--- src/rtl/lmc_loader.sv ---
// ----------------------------------------------------------------------------
// lmc_loader
//
// Holds a small program in an internal buffer and feeds it, word by word, to
// a Little Man Computer core that loads one instruction per RAM1_button pulse.
// Each word goes through SETUP (data stable), PULSE (strobe high), HOLD
// (strobe low, data still stable) and GAP (data cleared, core executes).
//
// Ports:
//   timer555     in   system clock, rising edge
//   reset_count  in   asynchronous active-high reset
//   prog_we      in   buffer write strobe (ignored while busy)
//   prog_addr    in   buffer write address
//   prog_wdata   in   buffer write data
//   prog_len     in   number of words to send, sampled on an accepted start
//   start        in   begin a transfer (level-sampled in IDLE)
//   abort        in   terminate a transfer in progress
//   data_in      out  instruction word presented to the core (registered)
//   RAM1_button  out  load strobe to the core (registered)
//   busy         out  transfer in progress
//   done         out  sticky completion flag
//   step_idx     out  index of the word currently presented
// ----------------------------------------------------------------------------
module lmc_loader #(
    parameter int ADDR_WIDTH = 4,
    parameter int DATA_WIDTH = 12,
    parameter int SETUP_CYC  = 1,
    parameter int PULSE_CYC  = 1,
    parameter int GAP_CYC    = 2
) (
    input  logic                  timer555,
    input  logic                  reset_count,
    input  logic                  prog_we,
    input  logic [ADDR_WIDTH-1:0] prog_addr,
    input  logic [DATA_WIDTH-1:0] prog_wdata,
    input  logic [ADDR_WIDTH:0]   prog_len,
    input  logic                  start,
    input  logic                  abort,
    output logic [DATA_WIDTH-1:0] data_in,
    output logic                  RAM1_button,
    output logic                  busy,
    output logic                  done,
    output logic [ADDR_WIDTH-1:0] step_idx
);

    localparam int DEPTH = 1 << ADDR_WIDTH;

    // A phase length of 0 would never terminate, so it is stretched to 1.
    localparam int SETUP_N = (SETUP_CYC < 1) ? 1 : SETUP_CYC;
    localparam int PULSE_N = (PULSE_CYC < 1) ? 1 : PULSE_CYC;
    localparam int GAP_N   = (GAP_CYC   < 1) ? 1 : GAP_CYC;
    localparam int MAX_SP  = (SETUP_N > PULSE_N) ? SETUP_N : PULSE_N;
    localparam int MAX_N   = (MAX_SP > GAP_N) ? MAX_SP : GAP_N;
    localparam int CNT_W   = (MAX_N > 1) ? $clog2(MAX_N) : 1;

    localparam logic [CNT_W-1:0]    SETUP_LAST = CNT_W'(SETUP_N - 1);
    localparam logic [CNT_W-1:0]    PULSE_LAST = CNT_W'(PULSE_N - 1);
    localparam logic [CNT_W-1:0]    GAP_LAST   = CNT_W'(GAP_N - 1);
    localparam logic [ADDR_WIDTH:0] DEPTH_L    = (ADDR_WIDTH + 1)'(DEPTH);

    typedef enum logic [2:0] {
        IDLE,
        SETUP,
        PULSE,
        HOLD,
        GAP,
        DONE
    } state_t;

    state_t                  state, state_nxt;
    logic [CNT_W-1:0]        cnt, cnt_nxt;
    logic [ADDR_WIDTH:0]     len, len_nxt;
    logic [ADDR_WIDTH-1:0]   idx_nxt;
    logic [DATA_WIDTH-1:0]   data_nxt;
    logic                    btn_nxt;
    logic                    busy_nxt;
    logic                    done_nxt;

    logic [DATA_WIDTH-1:0]   mem [DEPTH];

    // ------------------------------------------------------------------
    // Program buffer
    // ------------------------------------------------------------------
    // NOTE: the buffer must read back as zero straight after reset, so it is
    // built from resettable flops rather than an inferred RAM macro.
    always_ff @(posedge timer555 or posedge reset_count) begin
        if (reset_count) begin
            for (int i = 0; i < DEPTH; i++) begin
                mem[i] <= '0;
            end
        end else if (prog_we && !busy) begin
            mem[prog_addr] <= prog_wdata;
        end
    end

    // ------------------------------------------------------------------
    // Next-state and next-output logic
    // ------------------------------------------------------------------
    // NOTE: every signal gets its hold value first so no path through the
    // case statement leaves one unassigned and infers a latch.
    always_comb begin
        state_nxt = state;
        cnt_nxt   = cnt;
        len_nxt   = len;
        idx_nxt   = step_idx;
        done_nxt  = done;

        case (state)
            IDLE: begin
                // abort also masks a coincident start
                if (start && !abort) begin
                    len_nxt   = (prog_len > DEPTH_L) ? DEPTH_L : prog_len;
                    idx_nxt   = '0;
                    done_nxt  = 1'b0;
                    cnt_nxt   = '0;
                    state_nxt = (len_nxt == '0) ? DONE : SETUP;
                end
            end
            SETUP: begin
                if (cnt == SETUP_LAST) begin
                    cnt_nxt   = '0;
                    state_nxt = PULSE;
                end else begin
                    cnt_nxt = cnt + 1'b1;
                end
            end
            PULSE: begin
                if (cnt == PULSE_LAST) begin
                    cnt_nxt   = '0;
                    state_nxt = HOLD;
                end else begin
                    cnt_nxt = cnt + 1'b1;
                end
            end
            HOLD: begin
                cnt_nxt   = '0;
                state_nxt = GAP;
            end
            GAP: begin
                if (cnt == GAP_LAST) begin
                    cnt_nxt = '0;
                    if ({1'b0, step_idx} == len - 1'b1) begin
                        state_nxt = DONE;
                    end else begin
                        idx_nxt   = step_idx + 1'b1;
                        state_nxt = SETUP;
                    end
                end else begin
                    cnt_nxt = cnt + 1'b1;
                end
            end
            DONE: begin
                state_nxt = IDLE;
            end
            default: begin
                state_nxt = IDLE;
                cnt_nxt   = '0;
            end
        endcase

        if (abort && (state != IDLE)) begin
            state_nxt = IDLE;
            cnt_nxt   = '0;
        end

        if (state_nxt == DONE) begin
            done_nxt = 1'b1;
        end

        // Outputs are derived from the state being entered and registered
        // below, so the core sees clean edges on data_in and RAM1_button.
        btn_nxt  = (state_nxt == PULSE);
        busy_nxt = (state_nxt == SETUP) || (state_nxt == PULSE) ||
                   (state_nxt == HOLD)  || (state_nxt == GAP);
        data_nxt = ((state_nxt == SETUP) || (state_nxt == PULSE) ||
                    (state_nxt == HOLD)) ? mem[idx_nxt] : '0;
    end

    // ------------------------------------------------------------------
    // State and output registers
    // ------------------------------------------------------------------
    // NOTE: non-blocking assignments keep every register sampling the
    // pre-edge values, independent of statement order.
    always_ff @(posedge timer555 or posedge reset_count) begin
        if (reset_count) begin
            state       <= IDLE;
            cnt         <= '0;
            len         <= '0;
            step_idx    <= '0;
            data_in     <= '0;
            RAM1_button <= 1'b0;
            busy        <= 1'b0;
            done        <= 1'b0;
        end else begin
            state       <= state_nxt;
            cnt         <= cnt_nxt;
            len         <= len_nxt;
            step_idx    <= idx_nxt;
            data_in     <= data_nxt;
            RAM1_button <= btn_nxt;
            busy        <= busy_nxt;
            done        <= done_nxt;
        end
    end

endmodule

--- config.mk ---
export PLATFORM = sky130hd
export DESIGN_NAME = lmc_loader
export DESIGN_NICKNAME = d
export VERILOG_FILES = /design/src/rtl/lmc_loader.sv
export SDC_FILE = /design/constraint.sdc
export NUM_CORES = 1
export LEC_CHECK = 0
export CORE_MARGIN = 2
export CORE_UTILIZATION = 65
export CTS_BUF_LIST = sky130_fd_sc_hd__clkbuf_16
export CTS_CLUSTER_SIZE = 28
export DETAILED_ROUTE_END_ITERATION = 6
export PLACE_DENSITY = 0.93
export SYNTH_ARGS = -nofsm -noshare
export SYNTH_HDL_FRONTEND = slang
export SYNTH_SLANG_ARGS = --single-unit
--- constraint.sdc ---
create_clock -name timer555 -period 22.6 [get_ports timer555]
set_clock_uncertainty 0.1 [all_clocks]
set_input_delay 4.52 -clock timer555 [delete_from_list [all_inputs] [get_ports timer555]]
set_output_delay 4.52 -clock timer555 [all_outputs]
set_load 0.01 [all_outputs]
sizes.png
Scale: 4 px per µm.
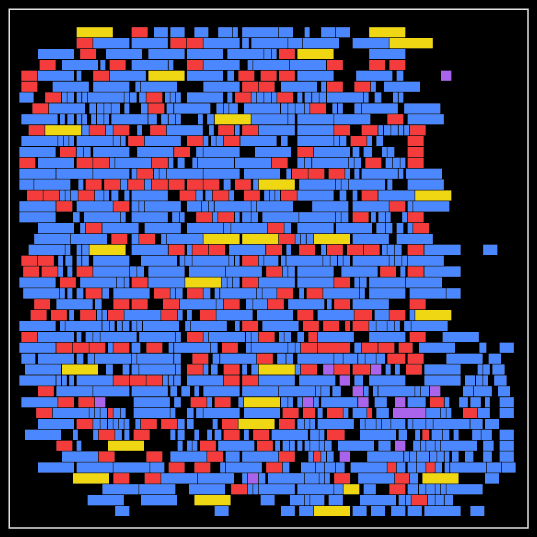
- _6 and larger: yellow (cells 25; share 2.6%)
- _3 and _4 cells: purple (cells 14; share 1.5%)
- _2 cells: red (cells 212; share 22%)
- _0 and _1 cells: blue (cells 711; share 74%)

io_fan.png
Scale: 2 px per µm.
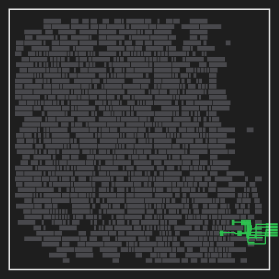
- prog_len: green (direction input; edge right; end cells 7; buffers 5; wire 140 µm)

logic_types.png
Scale: 4 px per µm.
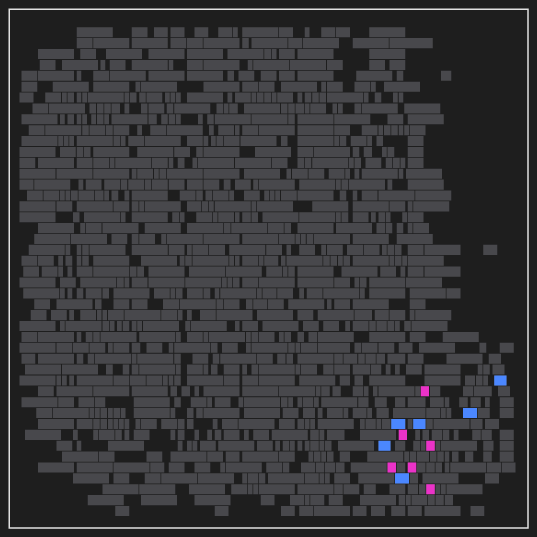
- non-inverting ao/oa cells: blue (cells 6; where lower right)
- and/or cells: magenta (cells 6; where lower right)

placement.png
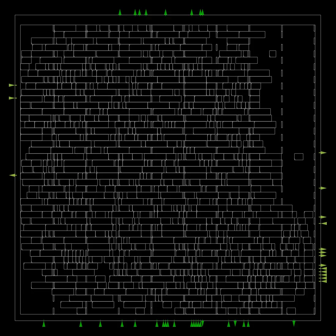
fill count: 908
Cell Count, Final, Fillers Out: 1175
registers: 220
Tapcells: 211
num rows: 45

io_placement.png
Scale: 4 px per µm. Pins as bars across the die edge, other pins in gray.
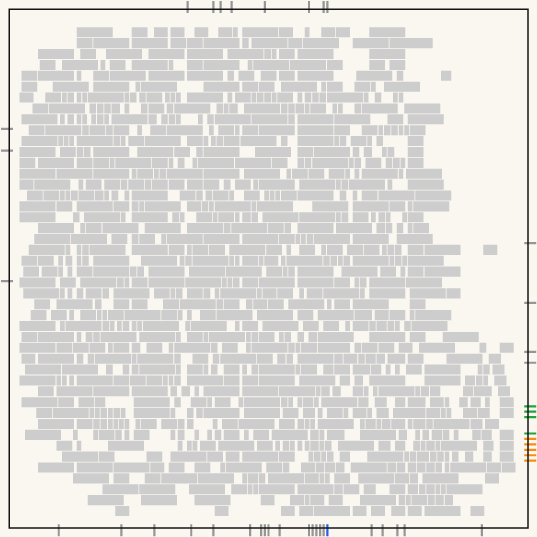
- step_idx: green (pins 4; direction output; edge right)
- prog_len: orange (pins 5; direction input; edge right)
- busy: blue (pins 1; direction output; edge bottom)

==> results.yml <==
# synthesis and place-and-route metrics
logic_synthesis:
  avgSynthCellArea_um2: 11.0
  synthArstFlopShare_pct: 100
  ys_sh_aoi_pct: 2.02
  largest_area_cell: "dfrtp_1"
  top_cell_area_share_pct: 53.9
  simple_gate_share_pct: 17.7
  synth_area_um2: 10200
  edf_count: 0
  yosys.cell_count.top_type: "dfrtp_1"
  numSynthFlops: 220
  ys_seq_share_pct: 53.9
  fp_nets: 959
  yosys_warnings: 0
setup_path:
  endpoint_kind: "flip-flop"
  timing.rr.start: "len[0]"
  r2r-end: "data_in[10]"
  max_stage_delay_ns: 0.78
  ff2ff_path_depth: 13
die:
  fp_util_pct: 66.9
  die-area_um2: 16700
  core_area_um2: 15300
power_and_ir_drop:
  netSwitchingFraction_pct: 27.0
  power_clock_uw: 342
  p_seq_share_pct: 50.8
  intPower_uw: 821
  report.power.total_uw: 1120
min_path:
  hp-class: "reg2reg"
layout:
  final_core_util_pct: 74.8
  largest_reg_flops: 192
  nClkBuffers: 23
  clk_share_pct: 5.82
  buffers_excl_clock: 57
  sh_seq_area_pct: 48.3
timing:
  rsz0062_at_grt: "no"
  slew_headroom_pct: 8.12
clocking:
  clockRootBuffer: "clkbuf_16"
  post_cts_buffers: 0
  cts.sinks: 220
  ctsResizeCount: 0
  holdBufCountCts: 0
grt:
  grt_busiest_layer: "met2"
  grt_overflow: 0
  antenna_found_initial: 2
placement:
  placed_cells: 1134
  place_ws_ns: 14.61
run_status:
  status: "finished, final reports clean"
detailed_routing:
  firstDrtPassIters: 5
  remaining_drc_errors: 0
  drt-met1-wl_um: 9490
  routedWlPerCell_um: 22.1
